$ cat src/rtl/frame_sequencer_ctrl.sv
// Frame-timing controller: free-running state/cycle counters, run/stop/loop FSM,
// frame timestamp and DMA-reset resynchronisation for the AXIS frame builder.
module frame_sequencer_ctrl #(
  parameter int STATES_PER_CYCLE = 80,
  parameter int CYCLES_PER_FRAME = 35,
  parameter int TS_WIDTH         = 64
) (
  input  logic                clk,
  input  logic                rst,
  input  logic                enable,
  input  logic                reset_timestamp,
  input  logic [31:0]         loop_count,
  input  logic                dma_rst,
  input  logic                dp_stall,
  output logic [6:0]          state_idx,
  output logic [5:0]          cycle_idx,
  output logic                frame_last,
  output logic                tx_active,
  output logic                frame_abort,
  output logic [TS_WIDTH-1:0] timestamp,
  output logic [31:0]         frames_sent,
  output logic [31:0]         stall_count,
  output logic [1:0]          run_state,
  output logic                loop_done
);

  typedef enum logic [1:0] {
    ST_IDLE   = 2'd0,
    ST_RUN    = 2'd1,
    ST_DONE   = 2'd2,
    ST_RESYNC = 2'd3
  } run_state_t;

  localparam logic [6:0] STATE_MAX = 7'(STATES_PER_CYCLE - 1);
  localparam logic [5:0] CYCLE_MAX = 6'(CYCLES_PER_FRAME - 1);

  logic [6:0]          state_q, state_d;
  logic [5:0]          cycle_q, cycle_d;
  logic                frame_last_q, frame_last_d;
  logic                tx_active_q, tx_active_d;
  logic                frame_abort_q, frame_abort_d;
  logic [TS_WIDTH-1:0] timestamp_q, timestamp_d;
  logic [31:0]         frames_sent_q, frames_sent_d;
  logic [31:0]         stall_count_q, stall_count_d;
  run_state_t          run_state_q, run_state_d;
  logic                loop_done_q, loop_done_d;
  logic [31:0]         frames_next;

  always_comb begin
    state_d       = state_q;
    cycle_d       = cycle_q;
    timestamp_d   = timestamp_q;
    run_state_d   = run_state_q;
    tx_active_d   = tx_active_q;
    frame_abort_d = 1'b0;
    frames_sent_d = frames_sent_q;
    stall_count_d = stall_count_q;
    frames_next   = frames_sent_q + 32'd1;

    // Counters free-run in every FSM state; frame_last is registered from their next value.
    if (state_q == STATE_MAX) begin
      state_d = 7'd0;
      cycle_d = (cycle_q == CYCLE_MAX) ? 6'd0 : cycle_q + 6'd1;
    end else begin
      state_d = state_q + 7'd1;
    end
    frame_last_d = (state_d == STATE_MAX) && (cycle_d == CYCLE_MAX);

    if (frame_last_q) begin
      timestamp_d = (!enable && reset_timestamp) ? '0 : timestamp_q + TS_WIDTH'(1);
    end

    if (tx_active_q && dp_stall && (stall_count_q != 32'hFFFF_FFFF)) begin
      stall_count_d = stall_count_q + 32'd1;
    end

    // dma_rst pre-empts every transition, including one that falls on a boundary.
    if (dma_rst) begin
      run_state_d   = ST_RESYNC;
      tx_active_d   = 1'b0;
      frame_abort_d = tx_active_q;
    end else begin
      case (run_state_q)
        ST_IDLE: begin
          if (frame_last_q && enable) begin
            run_state_d   = ST_RUN;
            tx_active_d   = 1'b1;
            frames_sent_d = 32'd0;
            stall_count_d = 32'd0;
          end
        end
        ST_RUN: begin
          if (frame_last_q) begin
            frames_sent_d = frames_next;
            if (!enable) begin
              run_state_d = ST_IDLE;
              tx_active_d = 1'b0;
            end else if ((loop_count != 32'd0) && (frames_next >= loop_count)) begin
              run_state_d = ST_DONE;
              tx_active_d = 1'b0;
            end
          end
        end
        ST_DONE: begin
          tx_active_d = 1'b0;
          if (!enable) begin
            run_state_d = ST_IDLE;
          end
        end
        ST_RESYNC: begin
          tx_active_d = 1'b0;
          if (frame_last_q) begin
            run_state_d = ST_IDLE;
          end
        end
        default: begin
          run_state_d = ST_IDLE;
          tx_active_d = 1'b0;
        end
      endcase
    end

    loop_done_d = (run_state_d == ST_DONE);
  end

  always_ff @(posedge clk) begin
    if (rst) begin
      state_q       <= 7'd0;
      cycle_q       <= 6'd0;
      frame_last_q  <= 1'b0;
      tx_active_q   <= 1'b0;
      frame_abort_q <= 1'b0;
      timestamp_q   <= '0;
      frames_sent_q <= 32'd0;
      stall_count_q <= 32'd0;
      run_state_q   <= ST_IDLE;
      loop_done_q   <= 1'b0;
    end else begin
      state_q       <= state_d;
      cycle_q       <= cycle_d;
      frame_last_q  <= frame_last_d;
      tx_active_q   <= tx_active_d;
      frame_abort_q <= frame_abort_d;
      timestamp_q   <= timestamp_d;
      frames_sent_q <= frames_sent_d;
      stall_count_q <= stall_count_d;
      run_state_q   <= run_state_d;
      loop_done_q   <= loop_done_d;
    end
  end

  assign state_idx   = state_q;
  assign cycle_idx   = cycle_q;
  assign frame_last  = frame_last_q;
  assign tx_active   = tx_active_q;
  assign frame_abort = frame_abort_q;
  assign timestamp   = timestamp_q;
  assign frames_sent = frames_sent_q;
  assign stall_count = stall_count_q;
  assign run_state   = run_state_q;
  assign loop_done   = loop_done_q;

endmodule
$ cat config.mk
export PLATFORM = sky130hd
export DESIGN_NAME = frame_sequencer_ctrl
export DESIGN_NICKNAME = d
export VERILOG_FILES = /design/src/rtl/frame_sequencer_ctrl.sv
export SDC_FILE = /design/constraint.sdc
export NUM_CORES = 1
export LEC_CHECK = 0
export ABC_AREA = 1
export ABC_CLOCK_PERIOD_IN_PS = 5500
export CAP_MARGIN = 20
export CORE_MARGIN = 1
export CORE_UTILIZATION = 57
export DETAILED_ROUTE_END_ITERATION = 16
export PLACE_DENSITY = 0.93
export SLEW_MARGIN = 40
export SYNTH_ARGS = -nofsm -noshare
export SYNTH_HDL_FRONTEND = slang
export SYNTH_SLANG_ARGS = --single-unit
$ cat constraint.sdc
create_clock -name clk -period 5.5 [get_ports clk]
set_input_delay 0.825 -clock clk [delete_from_list [all_inputs] [get_ports clk]]
set_output_delay 0.825 -clock clk [all_outputs]
set_load 0.02 [all_outputs]
Fig. 1: gate families picked out
Bar = 50 microns.
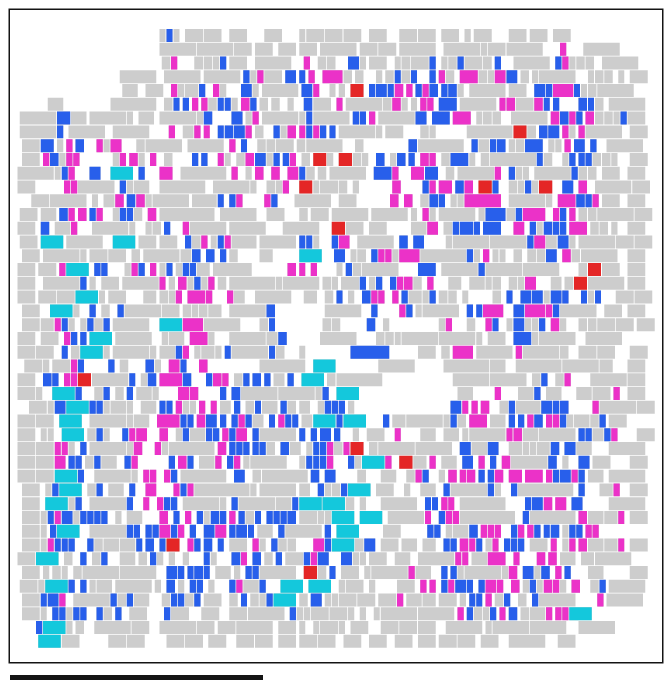
| family | colour | cells |
|---|---|---|
| nand cells | blue | 439 |
| fa/ha/maj cells | cyan | 39 |
| nor cells | magenta | 276 |
| non-inverting ao/oa cells | red | 15 |
Post-Layout Cell Count: 1,804
most used logic cell in the final layout: nand2_1

Fig. 2: the metal 3 layer
Bar = 50 microns. Cells faint in the background.
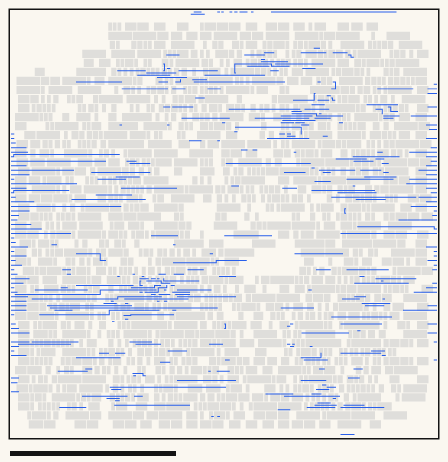
nets with wire on the layer: 248
longest straight run: 50.1 microns
wire length on this layer: 2,170 microns
Global Route met3 Usage: 5.78%
routed via count: 9,938

==> changes_impl.md <==
### Metrics

- Rel. slew slack: between 40% and 50%
- Max-cap check violation count: 0
- Element type at the critical path start: flip-flop
- Min-Delay Startpoint: state_idx[0]$_SDFF_PP0_
- Flop count: between 100 and 150
- Port Buffers: 184
- Largest net degree at the start of global routing: 46
- Fin nets: 1,657
- Die H: 129 microns
- Non-clk buf share: between 15 and 20%
- Status: finished, final reports clean
- Hold WS: roughly 0.48 ns
- Fraction of area in registers: 24.8%
- Yosys top cell by area: dfxtp_1
- FF-to-FF path depth: 19
- Comb/total area: around 45%
- Die width: roughly 130 microns
- Slew @ Worst Pin: 0.772 ns
- Global placer's final weighted congestion: ~0.96
- Arr. time, crit path: 3.69 ns
- Flops after synth: between 100 and 150
- Top routing layer in use: met4
- Initial antenna violation count: 0
- Synth cell types: ~45
- Ys Warns: 0
- Signal buffers: between 150 and 200
- Clock-cell share: under 10%
- Setup ws final: approximately 2.1 ns
- ANT nets after route: 0
- Placed Instances: 1,772
- Yosys Chip Area: 0.00916 sq mm
- Clock Tree Buf Depth: 2
- Post-Place Setup Slack: 2.27 ns
- Late-Pin Clk Latency: 0.42 ns
- Final Power: approximately 2.5 mW
- Ant diodes: 0
- Pwr Density: about 210 mW/mm^2
- Post-Synth XOR/XNOR Area: ~4.9%
- Hold path depth: 1
[flip-flops by register name, indices dropped and copies added, names as in the netlist]
name / count
frame_last: 1
frames_sent: 32
run_state: 2
frame_abort: 1
cycle_idx: 6
state_idx: 7
tx_active: 1
loop_done: 1
stall_count: 32
timestamp: 64
[critical path, stage by stage (launching register included)]
cell and delay (ns):
dfxtp_1 0.42, ha_1 0.24, nand2_1 0.07, nor2_1 0.25
nand3_1 0.27, nor2_1 0.35, xor2_1 0.28, ha_1 0.28
nand2_1 0.10, a21oi_1 0.05, nor2_1 0.10, nand2_1 0.08
nor2_1 0.09, nand2_1 0.12, nand2_1 0.08, nand2_1 0.04
nand2_1 0.12, nand2_1 0.13, a21oi_1 0.15, nor2_1 0.06
Power and IR drop assume default switching activity.
